## config.mk

```make
export PLATFORM = sky130hd
export DESIGN_NAME = mem_arbiter
export DESIGN_NICKNAME = d
export VERILOG_FILES = /design/src/rtl/mem_arbiter.sv
export SDC_FILE = /design/constraint.sdc
export NUM_CORES = 1
export LEC_CHECK = 0
export CORE_UTILIZATION = 43
export CTS_CLUSTER_SIZE = 28
export DETAILED_ROUTE_END_ITERATION = 8
export HOLD_SLACK_MARGIN = 0.02
export MAX_ROUTING_LAYER = met4
export PLACE_DENSITY = 0.87
export SYNTH_ARGS = -nofsm -noshare
export SYNTH_HDL_FRONTEND = slang
export SYNTH_SLANG_ARGS = --single-unit
```

## constraint.sdc

```tcl
create_clock -name clk_main -period 2.3 [get_ports clk_main]
set_input_delay 0.69 -clock clk_main [delete_from_list [all_inputs] [get_ports clk_main]]
set_output_delay 0.69 -clock clk_main [all_outputs]
set_load 0.1 [all_outputs]
```

## src/rtl/mem_arbiter.sv

```systemverilog
// Two-requester arbiter that shares one single-port memory between instruction
// fetch and data access. Each grant takes a fixed three cycles: IDLE, ACCESS, RESP.
module mem_arbiter #(
  parameter int unsigned AW = 6,
  parameter int unsigned DW = 16
) (
  input  logic          clk_main,
  input  logic          reset,

  input  logic          if_req,
  input  logic [AW-1:0] if_addr,
  output logic          if_ack,
  output logic [DW-1:0] if_rdata,

  input  logic          d_req,
  input  logic          d_we,
  input  logic [AW-1:0] d_addr,
  input  logic [DW-1:0] d_wdata,
  output logic          d_ack,
  output logic [DW-1:0] d_rdata,

  output logic          mem_en,
  output logic          mem_we,
  output logic [AW-1:0] mem_addr,
  output logic [DW-1:0] mem_wdata,
  input  logic [DW-1:0] mem_rdata
);

  typedef enum logic [1:0] {
    StIdle,
    StAccess,
    StResp
  } state_e;

  state_e        state_q, state_d;
  logic          ptr_q, ptr_d;            // 0: fetch wins a tie, 1: data wins a tie
  logic          win_data_q, win_data_d;  // current grant belongs to the data port
  logic          wr_q, wr_d;              // current grant is a data write
  logic          mem_en_q, mem_en_d;
  logic          mem_we_q, mem_we_d;
  logic [AW-1:0] mem_addr_q, mem_addr_d;
  logic [DW-1:0] mem_wdata_q, mem_wdata_d;
  logic [DW-1:0] if_rdata_q, if_rdata_d;
  logic [DW-1:0] d_rdata_q, d_rdata_d;
  logic          grant_data;
  logic          if_ack_c, d_ack_c;

  // Data wins when it is the only requester or when the pointer favours it.
  assign grant_data = d_req && (!if_req || ptr_q);

  always_comb begin
    state_d     = state_q;
    ptr_d       = ptr_q;
    win_data_d  = win_data_q;
    wr_d        = wr_q;
    mem_en_d    = 1'b0;
    mem_we_d    = 1'b0;
    mem_addr_d  = mem_addr_q;
    mem_wdata_d = mem_wdata_q;
    if_rdata_d  = if_rdata_q;
    d_rdata_d   = d_rdata_q;
    if_ack_c    = 1'b0;
    d_ack_c     = 1'b0;

    unique case (state_q)
      StIdle: begin
        if (if_req || d_req) begin
          state_d    = StAccess;
          win_data_d = grant_data;
          ptr_d      = !grant_data;
          mem_en_d   = 1'b1;
          if (grant_data) begin
            mem_we_d    = d_we;
            mem_addr_d  = d_addr;
            mem_wdata_d = d_wdata;
            wr_d        = d_we;
          end else begin
            mem_addr_d  = if_addr;
            wr_d        = 1'b0;
          end
        end
      end
      StAccess: begin
        state_d = StResp;
      end
      StResp: begin
        state_d = StIdle;
        if (win_data_q) begin
          d_ack_c = 1'b1;
          if (!wr_q) begin
            d_rdata_d = mem_rdata;
          end
        end else begin
          if_ack_c   = 1'b1;
          if_rdata_d = mem_rdata;
        end
      end
      default: begin
        state_d = StIdle;
      end
    endcase
  end

  always_ff @(posedge clk_main or negedge reset) begin
    if (!reset) begin
      state_q     <= StIdle;
      ptr_q       <= 1'b0;
      win_data_q  <= 1'b0;
      wr_q        <= 1'b0;
      mem_en_q    <= 1'b0;
      mem_we_q    <= 1'b0;
      mem_addr_q  <= '0;
      mem_wdata_q <= '0;
      if_rdata_q  <= '0;
      d_rdata_q   <= '0;
    end else begin
      state_q     <= state_d;
      ptr_q       <= ptr_d;
      win_data_q  <= win_data_d;
      wr_q        <= wr_d;
      mem_en_q    <= mem_en_d;
      mem_we_q    <= mem_we_d;
      mem_addr_q  <= mem_addr_d;
      mem_wdata_q <= mem_wdata_d;
      if_rdata_q  <= if_rdata_d;
      d_rdata_q   <= d_rdata_d;
    end
  end

  assign mem_en    = mem_en_q;
  assign mem_we    = mem_we_q;
  assign mem_addr  = mem_addr_q;
  assign mem_wdata = mem_wdata_q;
  assign if_ack    = if_ack_c;
  assign d_ack     = d_ack_c;

  // Memory data arrives during RESP, so the ack cycle forwards it straight through;
  // the registers take over from the following cycle and hold until the next ack.
  assign if_rdata  = if_ack_c ? mem_rdata : if_rdata_q;
  assign d_rdata   = (d_ack_c && !wr_q) ? mem_rdata : d_rdata_q;

  ack_exclusive_a : assert property (@(posedge clk_main) disable iff (!reset)
    !(if_ack && d_ack));

endmodule

```

run_1/pdn.png
The bar under the picture is 20 um long. Pins as bars on the die edge.
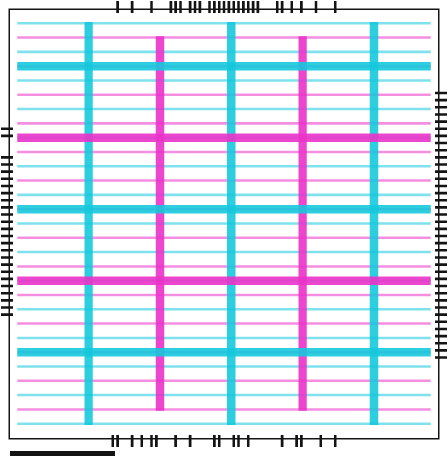
Key: cyan = VSS; magenta = VDD
5 straps on met5. 107 signal pins sit on the boundary. 5 straps on met4.
Chip Height: 81.41 um

run_1/cell_classes.png
The bar under the picture is 20 um long.
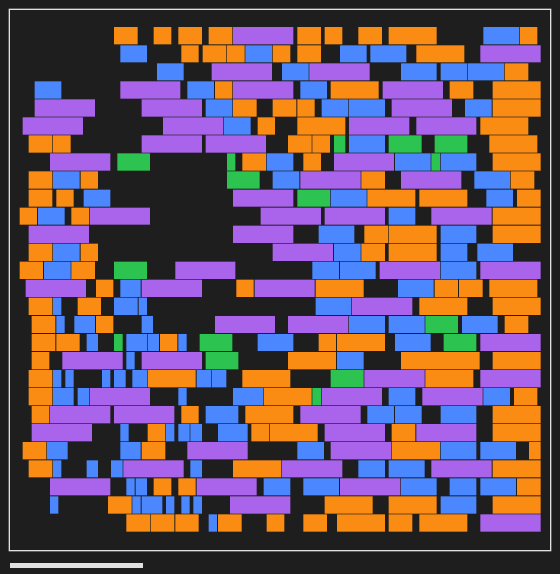
Key: blue = all other logic [cells 108, share of their area 25%]; green = clock drivers and dummy loads [cells 16, share of their area 4.0%]; purple = flops [cells 61, share of their area 36%]; orange = other buffers and delay cells [cells 117, share of their area 35%]
site row count: 28
core region area: 5991 um2
utilization after layout: 73.02%
Final Instance Area: 4374 um2
Seq area share: 34.90%

run_1/clock_map.png
The bar under the picture is 20 um long.
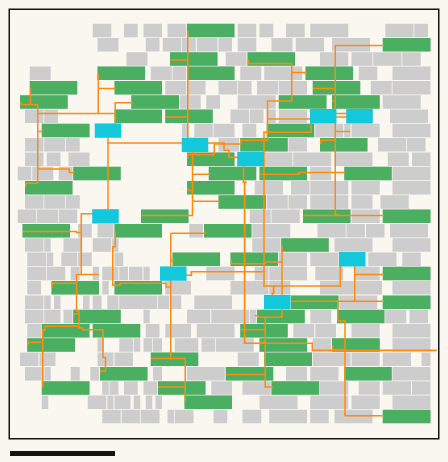
Key: cyan = cells driving clock nets [count 9]; green = flip-flops [count 61]; orange = clock wires [length 791 um]
There are 10 routed clock nets.
final worst clock skew: 0.006813 ns
clock latency on the worst-skew pair: 0.33 ns

==> Table 3: Implementation characteristics, run 1 <==
Implementation parameters

Parameter                              Value

Logic synthesis
  Number of warnings issued by yosys    0
  Largest family of logic cells by area    multiplexers
  Area fraction in mux cells    30.73%
  Post-Syn Area per Cell    15.23 um2
  Count of flip-flops with a built-in enable after synthesis    0
  Area share of fa/ha/maj cells after synthesis    0%

Finish
  Largest cell class    flip-flops and latches
  Most frequent logic cells in the routed design    sky130_fd_sc_hd__dfrtp_1 (61), sky130_fd_sc_hd__clkdlybuf4s50_1 (47), sky130_fd_sc_hd__buf_12 (38), sky130_fd_sc_hd__mux2_2 (34)
  Number of cells in the finished layout apart from fillers    377
  Logic area    1047 um2
  Area delta synth->final    61.33%

Floorplanning
  Well Taps    75

Drt
  Met3 wire len    418 um

Run status
  Outcome    complete, but fails checks
  Failing checks    setup timing

Timing
  Final period utilization    112.6%
  Highest attainable clock frequency    0.3860 GHz
  Smallest setup slack after layout    -0.2904 ns
  Final setup vio count    32
  Period minus WS final    2.590 ns

Setup path
  Largest fanout on the critical path    16
  Series of cell instances along the critical path    and3b_4 > nor2b_4 > buf_12 > mux2_4 > buf_12
  Origin of the critical flop-to-flop path    state_q[0]

Placement
  Final weighted congestion in routability-driven placement    0.7102

Clock network
  Level count of the clock H-tree    3
  Sink count of the clock tree    61

Flow run
  Number of max-cap violations    0

GRT
  Wire length of the first global-routing pass    10140 um
  Global Route met3 Usage    6.404%
run 1: what timing repair did:
| item | 4_1_cts | 5_1_grt |
|---|---|---|
| setup endpoints to repair | 32 | 33 |
| endpoints found under the hold margin | 0 | 0 |
| setup buffers | 1 | 0 |
| hold buffers | 0 | 0 |
| cloned | 1 | 0 |
run 1: flip-flops by register name, summed over array words and instances, names as in the netlist:
register,flops
wr_q,1
if_rdata_q,16
state_q,2
ptr_q,1
win_data_q,1
mem_en,1
mem_we,1
mem_wdata,16
d_rdata_q,16
mem_addr,6
--- run 2 (diff from run 1) ---
clock period = 2.8 ns   (was 2.3 ns; I/O delays follow)
==> run 2 against run 1 <==
  * The run now ends clean
  * Final area up 0.40%
  * Register-to-register slack better by 0.45 ns
  * Via count about the same
  * Critical endpoint is now d_rdata[1]
  * Setup slack better by 0.35 ns
  * Die size unchanged
  * Critical path depth unchanged
  * Synthesized cell count unchanged
  * Sequential cell count unchanged
  * Critical path type unchanged
  * Final cell count unchanged
  * Area after synthesis unchanged
==> Table 3: Implementation characteristics, run 2 <==
Implementation parameters

Parameter                              Value

Setup path
  Largest fanout on the critical path    8 (-8)
  Series of cell instances along the critical path    and3b_2 > nor2b_4 > clkbuf_16 > mux2_4 > buf_12

Drt
  Met3 wire len    478 um (+14%)

Finish
  Logic area    1045 um2 (-0.24%)
  Most frequent logic cells in the routed design    sky130_fd_sc_hd__dfrtp_1 (61), sky130_fd_sc_hd__clkdlybuf4s50_1 (47), sky130_fd_sc_hd__buf_12 (35), sky130_fd_sc_hd__mux2_2 (34), sky130_fd_sc_hd__buf_4 (32)
  Number of cells in the finished layout apart from fillers    377 (unchanged)
  Largest cell class    flip-flops and latches

Floorplanning
  Core region area    5991 um2 (unchanged)
  Chip Height    81.41 um (unchanged)

Logic synthesis
  Count of flip-flops with a built-in enable after synthesis    0 (unchanged)

Flow run
  Number of max-cap violations    0 (unchanged)

Run status
  Outcome    complete, no violations

Timing
  Highest attainable clock frequency    0.3654 GHz
  Smallest setup slack after layout    0.06316 ns (+0.3536 ns)

Clock network
  Sink count of the clock tree    61 (unchanged)

GRT
  Wire length of the first global-routing pass    9646 um (-4.9%)
==> run 2: cell counts after synthesis <==
No cell type changed its count.
==> run 2: what timing repair did <==
item / 4_1_cts / 5_1_grt
cloned: 1 / 1
buffers inserted: 0 / 3
resized: 0 / 0
endpoints found under the setup margin: 16 / 16
==> run 2: final timing paths <==
check / startpoint / to / slack [ns] / depth (start not counted)
setup / recovery: state_q[0] / d_rdata[1] / 0.06 / 5
hold / removal: state_q[1] / state_q[1] / 0.50 / 1
setup reg to reg: state_q[0] / d_rdata_q[15] / 1.00 / 5
min in group asynchronous: reset / d_rdata_q[4] / 0.52 / 1
max in group asynchronous: reset / if_rdata_q[7] / 1.50 / 2
hold reg to reg: state_q[1] / state_q[1] / 0.50 / 1
run_2/clock_map.png
The bar under the picture is 20 um long.
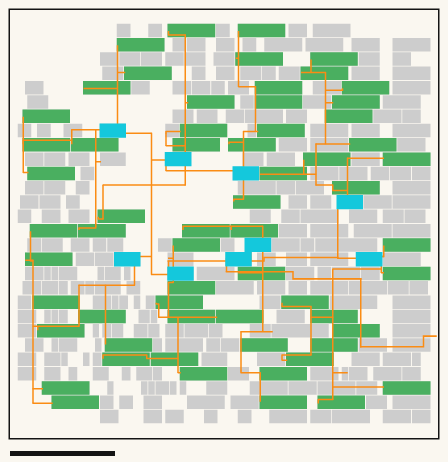
Key: orange = clock wires [length 738 um]; cyan = cells driving clock nets [count 9]; green = flip-flops [count 61]
Position of the flops: all over the die.
final worst clock skew: 0.006464 ns
clock latency on the worst-skew pair: 0.32 ns

run_2/cell_classes.png
The bar under the picture is 20 um long.
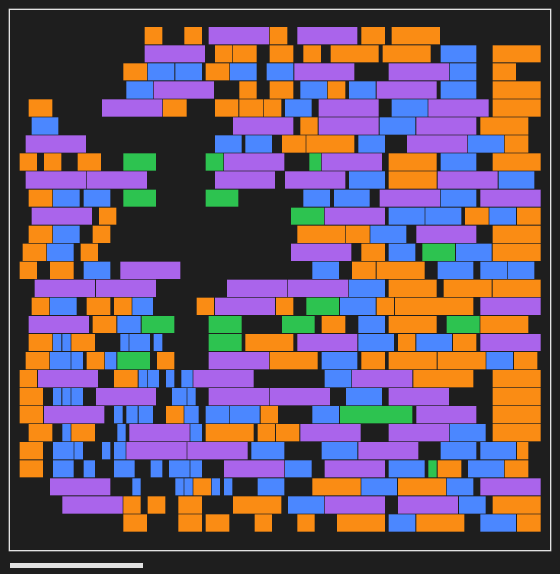
Key: green = clock drivers and dummy loads [cells 16, share of their area 4.9%]; blue = all other logic [cells 108, share of their area 25%]; orange = other buffers and delay cells [cells 117, share of their area 34%]; purple = flops [cells 61, share of their area 36%]
Final Instance Area: 4392 um2
Seq area share: 34.76%

